--- src/rtl/multicycle_control_fsm.sv ---
// Control FSM for a multicycle RV32 subset datapath: sequences fetch, decode,
// execute, memory and writeback steps and counts retired instructions.
module multicycle_control_fsm (
   input  logic        clk,
   input  logic        rst_n,
   input  logic [6:0]  opcode,
   input  logic [2:0]  funct3,
   input  logic        zero,
   input  logic        mem_ready,
   output logic        mem_req,
   output logic        mem_we,
   output logic        adr_src,
   output logic        pc_write,
   output logic        ir_write,
   output logic        reg_write,
   output logic [1:0]  result_src,
   output logic [1:0]  alu_src_a,
   output logic [1:0]  alu_src_b,
   output logic [1:0]  alu_op,
   output logic        is_imm,
   output logic [2:0]  imm_src,
   output logic        trap,
   output logic [31:0] retired
);

   localparam logic [6:0] OP_LOAD  = 7'b0000011;
   localparam logic [6:0] OP_STORE = 7'b0100011;
   localparam logic [6:0] OP_R     = 7'b0110011;
   localparam logic [6:0] OP_I     = 7'b0010011;
   localparam logic [6:0] OP_BR    = 7'b1100011;
   localparam logic [6:0] OP_JAL   = 7'b1101111;
   localparam logic [6:0] OP_JALR  = 7'b1100111;
   localparam logic [6:0] OP_LUI   = 7'b0110111;

   typedef enum logic [3:0] {
      S_FETCH, S_DECODE, S_MEMADR, S_MEMREAD, S_MEMWB, S_MEMWRITE,
      S_EXECR, S_EXECI, S_ALUWB, S_BRANCH, S_JAL, S_JALR, S_JALR_PC,
      S_LUI, S_TRAP
   } state_t;

   state_t      r_state;
   logic [31:0] r_retired;
   logic        w_br_ok;
   logic        w_br_taken;
   logic        w_retire;

   assign w_br_ok    = (funct3 == 3'b000) || (funct3 == 3'b001);
   assign w_br_taken = ((funct3 == 3'b000) && zero) || ((funct3 == 3'b001) && !zero);

   // An instruction retires on the edge that returns the FSM to FETCH.
   assign w_retire = (r_state == S_MEMWB) || (r_state == S_ALUWB) ||
                     ((r_state == S_MEMWRITE) && mem_ready) ||
                     ((r_state == S_BRANCH) && w_br_ok);

   assign retired = r_retired;
   assign trap    = (r_state == S_TRAP);

   always_ff @(posedge clk or negedge rst_n) begin
      if (!rst_n) begin
         r_state   <= S_FETCH;
         r_retired <= 32'd0;
      end else begin
         if (w_retire) begin
            r_retired <= r_retired + 32'd1;
         end
         case (r_state)
            S_FETCH:    if (mem_ready) r_state <= S_DECODE;
            S_DECODE: begin
               case (opcode)
                  OP_LOAD, OP_STORE: r_state <= S_MEMADR;
                  OP_R:              r_state <= S_EXECR;
                  OP_I:              r_state <= S_EXECI;
                  OP_BR:             r_state <= S_BRANCH;
                  OP_JAL:            r_state <= S_JAL;
                  OP_JALR:           r_state <= S_JALR;
                  OP_LUI:            r_state <= S_LUI;
                  default:           r_state <= S_TRAP;
               endcase
            end
            S_MEMADR:   r_state <= (opcode == OP_STORE) ? S_MEMWRITE : S_MEMREAD;
            S_MEMREAD:  if (mem_ready) r_state <= S_MEMWB;
            S_MEMWB:    r_state <= S_FETCH;
            S_MEMWRITE: if (mem_ready) r_state <= S_FETCH;
            S_EXECR:    r_state <= S_ALUWB;
            S_EXECI:    r_state <= S_ALUWB;
            S_ALUWB:    r_state <= S_FETCH;
            S_BRANCH:   r_state <= w_br_ok ? S_FETCH : S_TRAP;
            S_JAL:      r_state <= S_ALUWB;
            S_JALR:     r_state <= S_JALR_PC;
            S_JALR_PC:  r_state <= S_ALUWB;
            S_LUI:      r_state <= S_ALUWB;
            S_TRAP:     r_state <= S_TRAP;
            default:    r_state <= S_TRAP;
         endcase
      end
   end

   // Outputs are masked while rst_n is low so FETCH does not strobe memory in reset.
   always_comb begin
      mem_req    = 1'b0;
      mem_we     = 1'b0;
      adr_src    = 1'b0;
      pc_write   = 1'b0;
      ir_write   = 1'b0;
      reg_write  = 1'b0;
      result_src = 2'b00;
      alu_src_a  = 2'b00;
      alu_src_b  = 2'b00;
      alu_op     = 2'b00;
      is_imm     = 1'b0;
      imm_src    = 3'b000;
      if (rst_n) begin
         case (r_state)
            S_FETCH: begin
               mem_req = 1'b1;
               if (mem_ready) begin
                  ir_write   = 1'b1;
                  pc_write   = 1'b1;
                  alu_src_b  = 2'b10;
                  result_src = 2'b10;
               end
            end
            S_DECODE: begin
               alu_src_a = 2'b01;
               alu_src_b = 2'b01;
               imm_src   = (opcode == OP_JAL) ? 3'b011 : 3'b010;
            end
            S_MEMADR: begin
               alu_src_a = 2'b10;
               alu_src_b = 2'b01;
               imm_src   = (opcode == OP_STORE) ? 3'b001 : 3'b000;
            end
            S_MEMREAD: begin
               mem_req = 1'b1;
               adr_src = 1'b1;
            end
            S_MEMWB: begin
               result_src = 2'b01;
               reg_write  = 1'b1;
            end
            S_MEMWRITE: begin
               mem_req = 1'b1;
               mem_we  = 1'b1;
               adr_src = 1'b1;
            end
            S_EXECR: begin
               alu_src_a = 2'b10;
               alu_op    = 2'b10;
            end
            S_EXECI: begin
               alu_src_a = 2'b10;
               alu_src_b = 2'b01;
               alu_op    = 2'b11;
               is_imm    = 1'b1;
            end
            S_ALUWB:  reg_write = 1'b1;
            S_BRANCH: begin
               alu_src_a = 2'b10;
               alu_op    = 2'b01;
               pc_write  = w_br_taken;
            end
            S_JAL, S_JALR_PC: begin
               alu_src_a = 2'b01;
               alu_src_b = 2'b10;
               pc_write  = 1'b1;
            end
            S_JALR: begin
               alu_src_a = 2'b10;
               alu_src_b = 2'b01;
            end
            S_LUI: begin
               alu_src_a = 2'b11;
               alu_src_b = 2'b01;
               imm_src   = 3'b100;
            end
            default: ;
         endcase
      end
   end

endmodule

--- config.mk ---
export PLATFORM = sky130hd
export DESIGN_NAME = multicycle_control_fsm
export DESIGN_NICKNAME = d
export VERILOG_FILES = /design/src/rtl/multicycle_control_fsm.sv
export SDC_FILE = /design/constraint.sdc
export NUM_CORES = 1
export LEC_CHECK = 0
export CAP_MARGIN = 20
export CORE_UTILIZATION = 35
export DETAILED_ROUTE_END_ITERATION = 7
export PLACE_DENSITY = 0.64
export SYNTH_ARGS = -nofsm -noshare
export SYNTH_HDL_FRONTEND = slang
export SYNTH_SLANG_ARGS = --single-unit
--- constraint.sdc ---
create_clock -name clk -period 3.1 [get_ports clk]
set_input_delay 0.62 -clock clk [delete_from_list [all_inputs] [get_ports clk]]
set_output_delay 0.62 -clock clk [all_outputs]
set_load 0.01 [all_outputs]
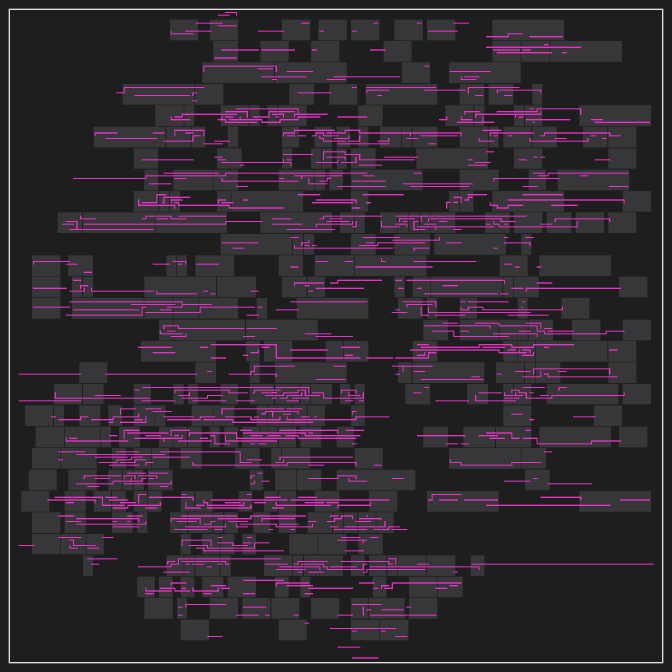
Run 1: metal 1
Cells faint in the background.
wire length on this layer: 2460 microns
share of all routed wire: 46%
longest straight run: 23.0 microns
nets with wire on the layer: 285
main direction: horizontal

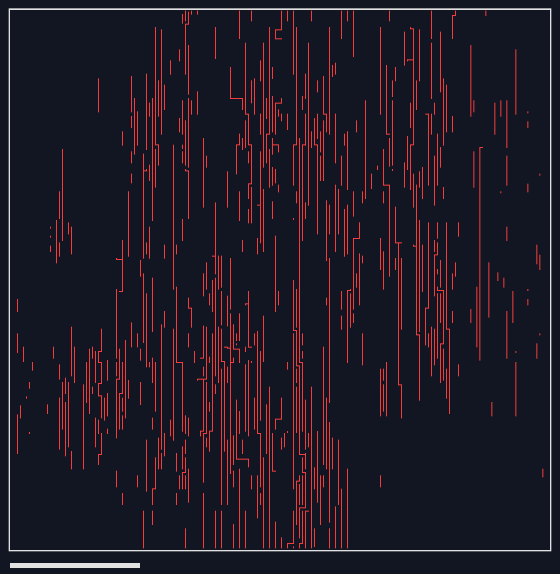
Run 1: M2 wires
The bar under the picture is 20 microns long.
main direction: vertical
wire length on this layer: 2660 microns
share of all routed wire: 49%
longest straight run: 34.3 microns

==> run summary, run 1 <==
Status of the implementation.

- The flow ran to the end, and the final reports show no timing, DRC or antenna violations.
- The slew at the pin closest to its max-slew limit is 0.6123 ns, for reference.
- The peak per-stage delay on the critical path is 0.60 ns, for reference.
- The buffer cell driving the clock tree root is sky130_fd_sc_hd__clkbuf_8, for reference.
- The final tally of setup violations is 0, for reference.
- The smallest setup slack after layout is 0.1211 ns, for reference.
- The leakage power summed over all cells is 1.387 nW, for reference.
- CTS reports a maximum clock tree buffer depth of 2.
- The count of input and output buffers is 64, for reference.
- The CTS log lists the clock sinks for this run as 36.
- The chip occupies 6851 sq um.
- The number of nets in the synthesized netlist is 268.
- The critical path goes through buf_4, nor2_1, a221oi_1, and2_1, clkdlybuf4s50_1.
- Buffers added to address setup during post-CTS repair amount to 0.
- The pre-placement core utilization is 0.3617, for reference.
- The yosys cell count is 253, for reference.
- The post-route fraction of the period consumed by the critical path is 0.9609, for reference.
- The I/O pin total is 65, for reference.
- The layout summary lists the proportion of cells stronger than drive strength 1 as 0.1354.
- The share of the Yosys chip area taken by registers is 0.3945.
- Summed over all routing layers, the global router reports a total usage of 0.1661.
- The area recorded from the Yosys report for this design is 2283 sq um.
- The initial antenna violation count is 0, for reference.
- The number of flip-flops and latches in the synthesized netlist is 36, for reference.
- The OpenROAD warning count is 26, for reference.
- The first global-routing pass estimated 8776 microns of wire.
- The kind of start point of the critical path is a register, for reference.
- Wires add up to 5394 microns.
- The number of global-route vias before repair is 1911, for reference.
- The power density over the cells is 595.0 nW/um^2, for reference.
- The CTS tree is done, for reference.
- Per the timing report, the biggest fanout along the worst path comes to 13.
- The routed layout has 2049 vias.
- The largest clock skew in the final design is 0.008738 ns, for reference.
- The vertical die dimension is 82.77 microns, for reference.
- The shortest clock period the worst path allows after layout is 2.979 ns, for reference.
- The placeable core region is 6314 sq um, for reference.
- The worst supply voltage drop on vdd is 0.3201 mV, for reference.
- The fraction of registers with async set/reset is 1.000, for reference.
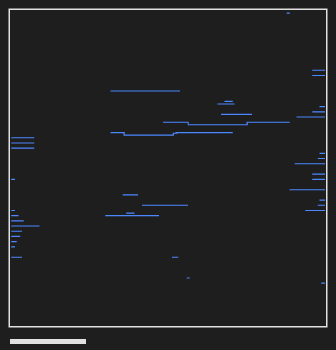
Run 1: signal wires on met3
The bar under the picture is 20 microns long.
nets with wire on the layer: 39
share of all routed wire: 4.1%

## run 1: power breakdown
| part | switching (mW) | internal, mW |
|---|---|---|
| Clock | 0.157 | 0.198 |
| Sequential | 0.130 | 0.533 |
| Combinational | 0.432 | 0.428 |
## run 1: metal layers
metal / vias to the layer above / share of wire
met2: 52 / 0.49
met1: 976 / 0.46
met5: - / 0
met4: 0 / 0.0087
met3: 4 / 0.041
li1: 1017 / -
## run 1: final timing paths
kind                            cells after the start        start           end  slack (ns)
min in group clk                                    1  retired[31]   retired[31]        0.47
worst max register to register                      5   r_state[1]   retired[26]        0.97
worst min register to register                      1  retired[31]   retired[31]        0.47
max in group asynchronous                           2        rst_n    r_state[1]        2.09
worst min-delay path                                1        rst_n   retired[13]        0.29
worst max-delay path                                5   r_state[1]  alu_src_b[1]        0.12
## run 1: flip-flops by register name (all words and copies together), names as in the netlist
register  count
retired      32
r_state       4
## run 1: area by class of cell
cell class	instances	area (sq um)
clock buffer	7	96.34
multi-input combinational	201	1311
inverter	5	18.77
sequential	36	902.1
timing repair buffer	76	730.7
tap	77	96.34
fill	620	3158
## run 1: per-stage QoR
step                  util  instance area [sq um]  std cells  power (mW)  hold WS, ns
detailed placement  0.4822                   3044        395       1.534       0.4624
global placement    0.4822                   3044        395       1.530       0.4554
CTS                 0.4974                   3141        402       1.895       0.2787
finish              0.4998                   3156        402       1.878       0.2860
global route        0.4998                   3156        402       2.019       0.2917
floorplan                -                   2283        253       1.205       0.3244
## run 1: synth_stat cells (2+ instances only)
library cell               number
sky130_fd_sc_hd__dfrtp_1       36
sky130_fd_sc_hd__nand2_1       28
sky130_fd_sc_hd__nor2_1        28
sky130_fd_sc_hd__xor2_1        28
sky130_fd_sc_hd__nor3_2        12
sky130_fd_sc_hd__nor3_1        11
sky130_fd_sc_hd__o21ai_0       10
sky130_fd_sc_hd__nor2b_1        9
sky130_fd_sc_hd__xnor2_1        9
sky130_fd_sc_hd__nand3_1        8
sky130_fd_sc_hd__a21oi_1        7
sky130_fd_sc_hd__nand4_1        7
sky130_fd_sc_hd__and3_1         6
sky130_fd_sc_hd__clkbuf_1       5
sky130_fd_sc_hd__inv_1          5
sky130_fd_sc_hd__nand2b_1       5
sky130_fd_sc_hd__and2_1         4
sky130_fd_sc_hd__and4_1         2
sky130_fd_sc_hd__buf_1          2
sky130_fd_sc_hd__buf_6          2
sky130_fd_sc_hd__nor3b_1        2
sky130_fd_sc_hd__nor4_1         2
sky130_fd_sc_hd__o22ai_1        2
## run 1: kinds of logic after synthesis
group | count (synthesis) | synth area share
multiplexers | 2 | 0.009315
XOR/XNOR | 37 | 0.1419
flip-flops | 36 | 0.3945
AND/OR/NAND/NOR | 131 | 0.3211
AND-OR/OR-AND | 30 | 0.09261
adder cells (fa/ha/maj) | 1 | 0.005479
buffers and inverters | 16 | 0.03507
## run 1: timing repair
action | CTS | global route
gates resized | 0 | 5
hold buffers | 0 | 0
setup endpoints to repair | 0 | 3
## run 1: critical path: cells and delay by family (launching register included)
kind | cells | cell delay, ns
compound gates | 1 | 0.43
buf+inv | 2 | 0.79
flops | 1 | 0.60
simple gates | 2 | 0.26
## Run 2: what changed since run 1
Clock period 3.1 ns to 3.8 ns, I/O delays scaled along.
==> run summary, run 2 <==
Status of the implementation.

- The run finished with clean final reports.
- The summed area of non-filler cells in the final layout is 3099 sq um, for reference.
- The yosys cell count is 253, for reference.
- Power comes to 1.559 mW.
- The number of flip-flops and latches in the synthesized netlist is 36, for reference.
- The smallest setup slack after layout is 0.3916 ns, for reference.
- The register share after synthesis is 0.3945, for reference.
- The utilization after layout is 0.4909, for reference.
- The register with the most flip-flops in the layout has 32 of them.
- The overall die area is 6851 sq um, for reference.
- Post-CTS repair changed the size of 0 cells.
- The most repeated cell in the gate-level netlist after synthesis is sky130_fd_sc_hd__dfrtp_1, for reference.
- The peak per-stage delay on the critical path is 0.56 ns, for reference.
- The number of nets in the synthesized netlist is 268.
- The pre-placement core utilization is 0.3617, for reference.
- Among cell families on the critical path, the largest total delay comes from buffers and inverters.
- After synthesis, the chip area reported by Yosys is 2283 sq um.
- The worst setup path is launched from an input pin.
- Total power normalized to cell area comes to 502.9 nW/um^2.
- Across all register-to-register paths, the minimum setup slack is 1.46 ns.
- After clock tree synthesis, the flow added hold-fix buffers numbering 0.
- The total routing resource utilization after global routing is 0.1665, for reference.
- The initial antenna violation count is 0, for reference.
- In this run the tool buffered the top-level ports with 64 buffer cells.
- The combined flip-flop and latch cell area is 900.9 sq um, for reference.
==> run 2: worst paths after layout <==
check                             from     endpoint  depth (start not counted)
setup / recovery             opcode[2]   imm_src[0]                          5
setup reg to reg            r_state[1]  retired[13]                          6
min in group clk           retired[31]  retired[31]                          1
max in group asynchronous        rst_n  retired[18]                          2
hold / removal                   rst_n   r_state[3]                          1
hold reg to reg            retired[31]  retired[31]                          1
==> run 2: layer usage <==
layer	vias to the layer above	GRT usage	share of wire
met5	-	0	0
met2	38	0.2762	0.49
met3	7	0.03607	0.035
met4	0	0.03793	0.011
met1	957	0.2208	0.47
li1	1002	-	-
==> run 2: worst register-to-register path: stages, from the launching register on <==
cell and delay, ns:
sky130_fd_sc_hd__dfrtp_1 0.54, sky130_fd_sc_hd__buf_4 0.25, sky130_fd_sc_hd__or4b_4 0.56, sky130_fd_sc_hd__o2bb2ai_4 0.24
sky130_fd_sc_hd__o211ai_2 0.25, sky130_fd_sc_hd__nor3_1 0.25, sky130_fd_sc_hd__xor2_1 0.17
==> run 2: kinds of logic after synthesis <==
kind of cell | after synthesis | synth area share
mux | 2 | 0.009315
xor+xnor | 37 | 0.1419
fa+ha+maj | 1 | 0.005479
buf+inv | 16 | 0.03507
compound gates | 30 | 0.09261
simple gates | 131 | 0.3211
flops | 36 | 0.3945
==> run 2: final cells by class <==
class                   instances  area share
inverters                       5    0.006056
multi-input cells             201      0.4203
flip-flops and latches         36      0.2907
clock buffers                   6     0.02342
clock inverters                 2     0.01130
repair buffers                 69      0.2172
well taps                      77     0.03109
==> run 2: report_power, final <==
group | internal [mW] | leakage (nW) | switching [mW] | total [mW]
clock | 0.195 | 0.0552 | 0.137 | 0.332
sequential | 0.434 | 0.473 | 0.121 | 0.555
combinational | 0.336 | 0.795 | 0.336 | 0.672
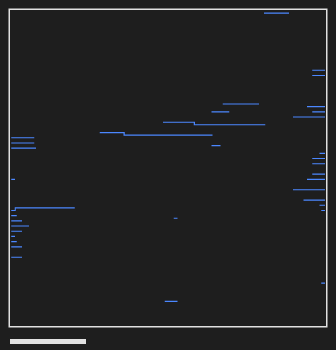
Run 2: signal wires on met3
The bar under the picture is 20 microns long.
main direction: horizontal
share of all routed wire: 3.5%
wire length on this layer: 187 microns

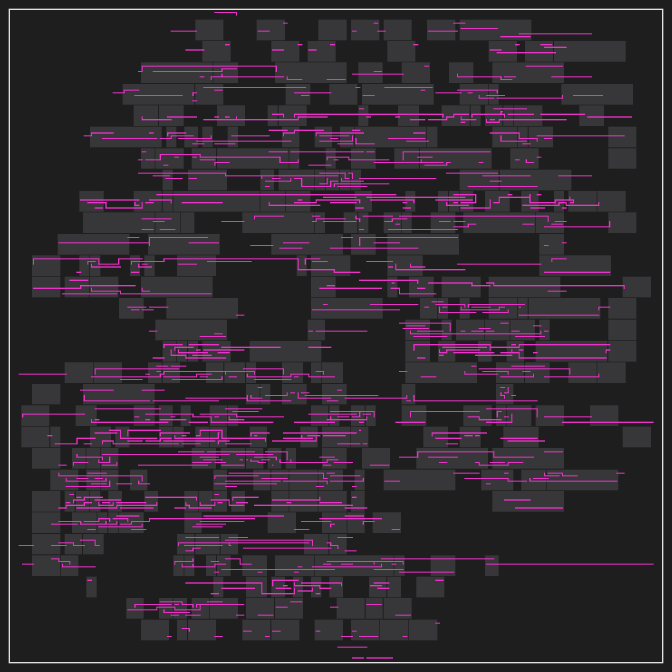
Run 2: metal 1
Cells faint in the background.
main direction: horizontal
share of all routed wire: 47%
longest straight run: 30.4 microns
nets with wire on the layer: 279

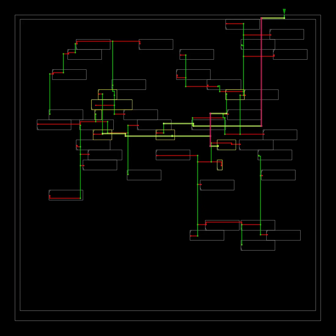
Run 2: clock wiring as the flow saved it
clock buffer count from CTS: 5
clock sink count: 36
FFs & Latches: 36
worst setup skew after layout: 0.008416 ns
total of clock buffers placed in the layout: 6

## Run 3: what changed since run 2
Settings changed: CAP_MARGIN 20 to 5, CORE_UTILIZATION 35 to 40, PLACE_DENSITY 0.64 to 0.71.
==> run summary, run 3 <==
Status of the implementation.

- The register share after synthesis is 0.3945, for reference.
- The total buffers and inverters traversed by the critical path is 2, for reference.
- In this run the critical path is formed by clkdlybuf4s50_1, nor4_1, nand3_1, a21boi_0, clkdlybuf4s50_1.
- TritonCTS built the clock tree.
- Hold timing on the final database bottoms out at a slack of 0.3968 ns.
- The OpenROAD warning count is 26, for reference.
- The number of cells on the worst reg-to-reg path is 5, for reference.
- The die is 77.56 microns tall.
- The total power consumption of the routed design is 1.577 mW, for reference.
- The run finished with clean final reports.
- The leakage power in the latest report is 1.322 nW.
- The largest clock skew in the final design is 0.009038 ns, for reference.
- Per the timing report, the biggest fanout along the worst path comes to 8.
- The fraction of registers with async set/reset is 1.000, for reference.
- The count of input and output buffers is 64, for reference.
- Of the total synthesized cell area, the portion taken by XOR and XNOR cells is 0.1419.
- Yosys instantiated no cell more often than sky130_fd_sc_hd__dfrtp_1.
- The number of inserted filler cells in the final layout is 521, for reference.
- In the final layout, the share of cells above drive strength 1 is 0.1041.
- Per the summary, power density relative to cell area is 509.4 nW/um^2.
- The layout report lists the combined flip-flop and latch area as 900.9 sq um.
- The buffer cell driving the clock tree root is sky130_fd_sc_hd__clkbuf_8, for reference.
- The clock buffer count from CTS is 5, for reference.
- The smallest setup slack after layout is 0.3652 ns, for reference.
- The final tally of setup violations is 0, for reference.
- Overall routing resource usage recorded by global route was 0.1882.
- The number of buffers inserted by post-CTS setup repair is 0, for reference.
- The placeable core region is 5507 sq um, for reference.
- Post-route period utilization is reported as 0.9039.
- The number of clock sinks seen by CTS is 36, for reference.
- The layout report lists the multi-input gate area as 1303 sq um.
- The register with the most flip-flops in the layout has 32 of them.
- After synthesis, the most frequently instantiated cells are sky130_fd_sc_hd__dfrtp_1, sky130_fd_sc_hd__nand2_1, sky130_fd_sc_hd__nor2_1, sky130_fd_sc_hd__xor2_1, sky130_fd_sc_hd__nor3_2.
- The total number of cells along the worst setup path is 5, for reference.
- In this design, the largest share of critical-path delay is due to buffers and inverters.
- The deepest clock path buffer count is 2, for reference.
-- run 3: cell type report --
type | instances | area share
multi-input cells | 201 | 0.4206
flip-flops and latches | 36 | 0.2909
repair buffers | 67 | 0.2125
clock buffers | 7 | 0.03111
well taps | 72 | 0.02909
clock inverters | 1 | 0.009697
inverters | 5 | 0.006061
-- run 3: where the power goes --
part           total (mW)  internal [mW]  leakage, nW  switching, mW
Clock               0.366          0.232       0.0645          0.135
Combinational       0.658          0.324        0.785          0.334
Sequential          0.553          0.434        0.473          0.119
Total                1.58          0.989         1.32          0.588
-- run 3: cell families after synthesis --
logic type,count (synthesis)
AND/OR/NAND/NOR,131
XOR/XNOR,37
flip-flops,36
AND-OR/OR-AND,30
buffers and inverters,16
multiplexers,2
adder cells (fa/ha/maj),1
-- run 3: path summary, 6_finish.rpt --
kind | from | end | slack [ns]
min in group clk | retired[31] | retired[31] | 0.47
max in group asynchronous | rst_n | retired[12] | 2.69
hold / removal | rst_n | retired[11] | 0.40
hold reg to reg | retired[31] | retired[31] | 0.47
setup reg to reg | r_state[0] | retired[19] | 1.60
setup / recovery | opcode[2] | imm_src[0] | 0.37
-- run 3: metrics by stage --
stage,std cells,util,cell area (sq um)
floorplan,253,-,2283
detailed placement,381,0.5394,2970
global route,389,0.5624,3097
global placement,381,0.5394,2970
finish,389,0.5624,3097
CTS,389,0.5624,3097
-- run 3: worst register-to-register path: cells and delay by family (launching register included) --
kind	cells	cell delay (ns)
XOR/XNOR	1	0.16
AND/OR/NAND/NOR	2	0.81
flip-flops	1	0.68
AND-OR/OR-AND	2	0.48
-- run 3: layer usage --
layer | up-vias | GRT usage | part of all wire
li1 | 998 | - | -
met1 | 971 | 0.2459 | 0.46
met2 | 40 | 0.3159 | 0.50
met3 | 5 | 0.03294 | 0.031
met4 | 0 | 0.05660 | 0.0088
met5 | - | 0 | 0
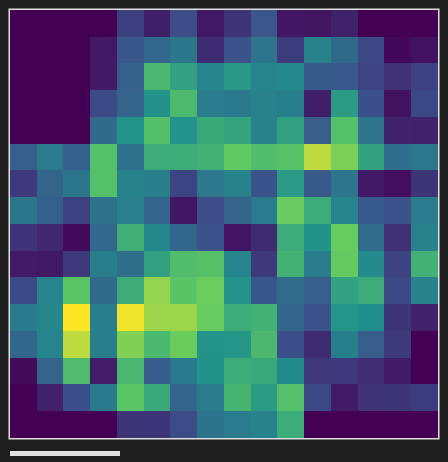
Run 3: wiring heat map
The bar under the picture is 20 microns long. 16 x 16 tiles, from dark purple (low) to yellow (high), scaled to the fullest tile. Values are wire area over tile area, all layers added.
fullest tile: 0.39
nearly empty tiles: 12%
emptiest ninth of the die: north-west

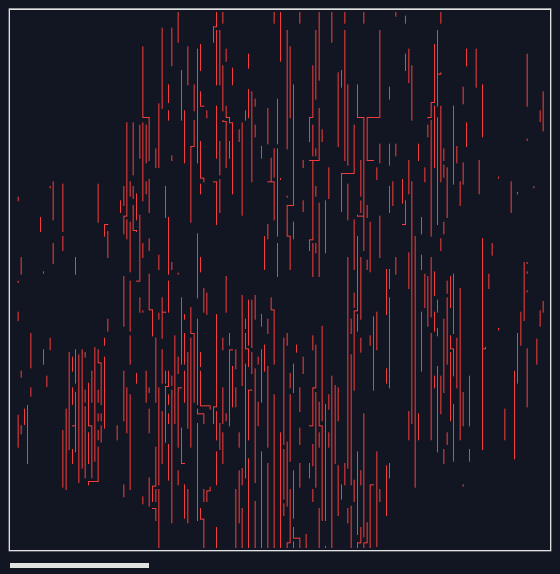
Run 3: M2 wires
The bar under the picture is 20 microns long.
main direction: vertical
longest straight run: 36.0 microns
share of all routed wire: 50%
wire length on this layer: 2620 microns

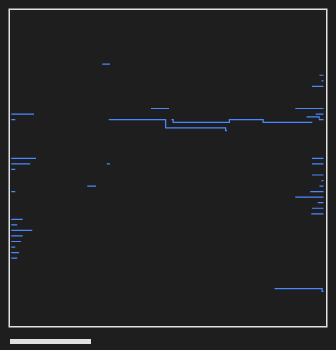
Run 3: signal wires on met3
The bar under the picture is 20 microns long.
longest straight run: 14.7 microns
share of all routed wire: 3.1%
wire length on this layer: 163 microns

Power and IR drop assume default switching activity.
